Design timer_multi_flat, sky130hd; sources not shown.
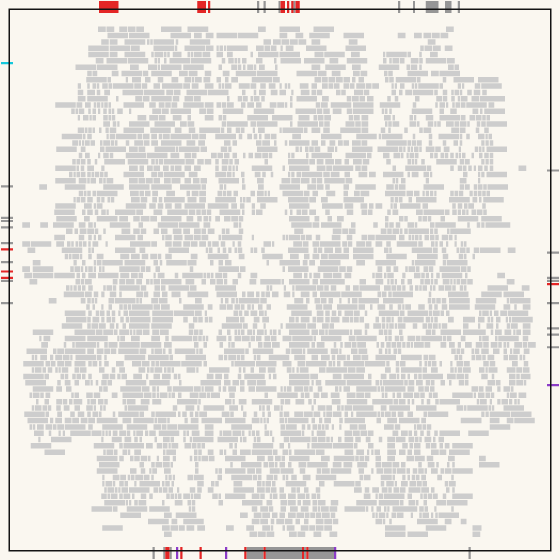
Run 1: I/O pins on the die edge
Pins as bars across the die edge, other pins in gray.
port	color	pins	direction	edge
irq_o	purple	4	output	3 bottom, 1 right
wb_bus_dat_sm	red	32	output	20 top, 8 bottom, 3 left, 1 right
clk	cyan	1	input	left
all pins by edge	53 bottom, 36 top, 12 left, 10 right
Die Y: 233 um
port bufs: 110
Die W: 233 um

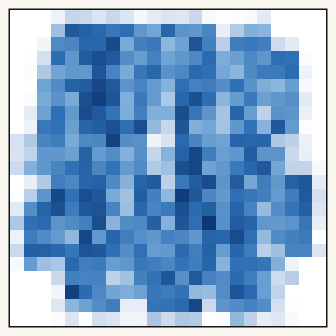
Run 1: local utilization
23 x 23 tiles, from white (low) to dark blue (high), 0 to 100% covered.
tiles over 75% full	21%
mean over tiles	50%
emptiest ninth of the die	upper right
nearly empty tiles	13%
fullest tile	97%
Final Util: 0.566
core area: 49100 sq um

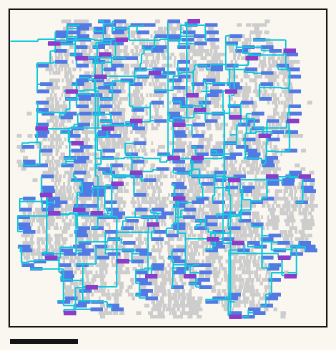
Run 1: clock distribution
Scale bar: 50 um.
[flip-flops] blue | count: 382
[clock wires] cyan | length: 5480 um
[clock drivers] purple | count: 45
routed clock nets	46
flops lie	spread over the die
Setup Skew: 26.2 ps
clk pwr: 1.28 mW

==> results.json, run 1 <==
{
  "ys_cells": 2826,
  "p_leak_nw": 11.7,
  "seq_power_share": 0.452,
  "logic_gate_count": 2160,
  "buffer_area_frac": 0.0500,
  "path_delay_family": "simple AND/OR/NAND/NOR gates",
  "fin_crit_ps": 6740,
  "outcome": "completed",
  "crit_chain": "clkdlybuf4s50_1 > or4_1 > nor4_1 > nand2_1 > buf_4 > nor2_1 > nor4_1 > and2_0 > inv_1 > o311ai_0",
  "yosysWarningCount": 0,
  "nNonClkBuffers": 149,
  "worst-path-buf-inv": 3,
  "gp_congestion": 0.985,
  "mostFrequentLayoutCell": "dfrtp_1",
  "overflow": 0,
  "cts_setup_buffers": 0,
  "syn_inst": 2826,
  "worstPathMaxFanout": 30,
  "worst_pin_slew_ps": 1210,
  "synthesis.area_sq_um": 24800,
  "synthMuxAreaShare": 0.0809,
  "sh_seq_area": 0.344,
  "synth_area_leader_cell": "dfrtp_1",
  "irDropWorstVdd_mv": 0.0726,
  "r2r_slack_ps": 7990,
  "floorplan.nets": 2911,
  "xor_area_frac": 0.0720,
  "clock_tree.root_cell": "clkbuf_16",
  "cp-start-kind": "input port",
  "setup_ws_ps": 6760,
  "use_met1": 0.412,
  "rr_worst_depth": 9,
  "num-clock-buffers": 59,
  "ys_types": 92,
  "drive_above_1_share": 0.105,
  "fmax_mhz": 148
}
Run 1, placed standard cells:
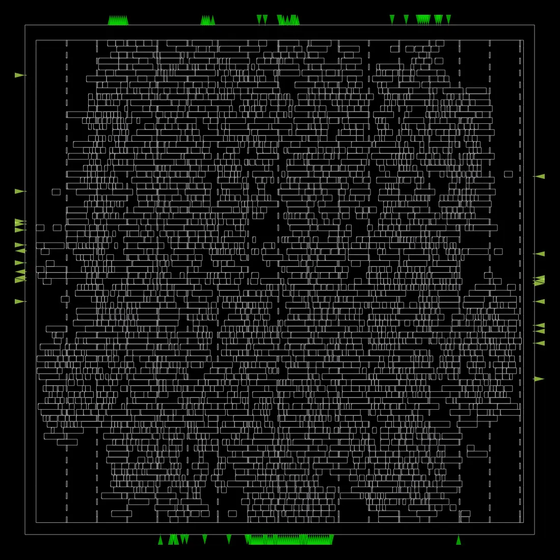

==> run 2, diff against run 1 <==
- PLACE_DENSITY: 0.8 -> 0.77
- clock period: 13.5 -> 6.5 ns (I/O delays scaled with it)
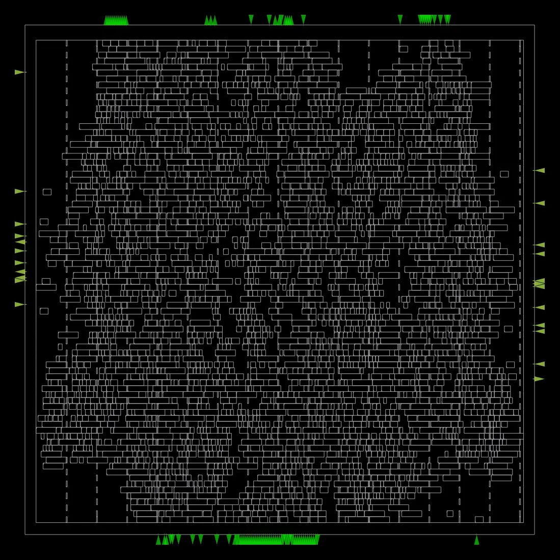
Run 2: placed standard cells
row cnt: 81
flip-flops: 382
fill count: 4349

==> run 2 against run 1 <==
Effect of this change: sequential power increased by 110%; hold slack got worse by 9.3 ps; design area increased by 0.62%; clock power increased by 110%; global-route usage decreased by 0.29 points; clock-buffer cell count increased by 10; die area unchanged; highest routed layer is now met5; register-to-register slack got worse by 6500 ps; critical path type is now flip-flop to flip-flop; combinational power increased by 110%.
==> results.json, run 2 <==
{
  "outcome": "completed",
  "crit_chain": "or4_4 > ha_1 > nor4bb_1 > o211a_1 > a211oi_1 > or4b_1 > or4_1 > or3_1 > or4_1 > nand3_1",
  "drive_above_1_share": 0.108,
  "num-clock-buffers": 69,
  "cp.required_ps": 7030,
  "port_buffers": 110,
  "floorplan.nets": 2911,
  "final_util": 0.570,
  "worst-path-buf-inv": 0,
  "worstPathMaxFanout": 21,
  "yosysWarningCount": 0,
  "r2r_slack_ps": 1450,
  "cp-start-kind": "flip-flop",
  "p_leak_nw": 11.7,
  "buffer_area_frac": 0.0532,
  "overflow": 0,
  "power_clock_mw": 2.75,
  "ys_types": 92,
  "dieWidth_um": 233,
  "gp_congestion": 0.993,
  "clock_tree.root_cell": "clkbuf_16",
  "ys_cells": 2826,
  "nNonClkBuffers": 157,
  "rr_worst_depth": 10,
  "use_met1": 0.415,
  "synth_area_leader_cell": "dfrtp_1",
  "synthMuxAreaShare": 0.0809,
  "path_delay_family": "simple AND/OR/NAND/NOR gates",
  "xor_area_frac": 0.0720,
  "die_y_um": 233,
  "sh_seq_area": 0.342
}
Power is estimated from default activity; no workload was simulated.
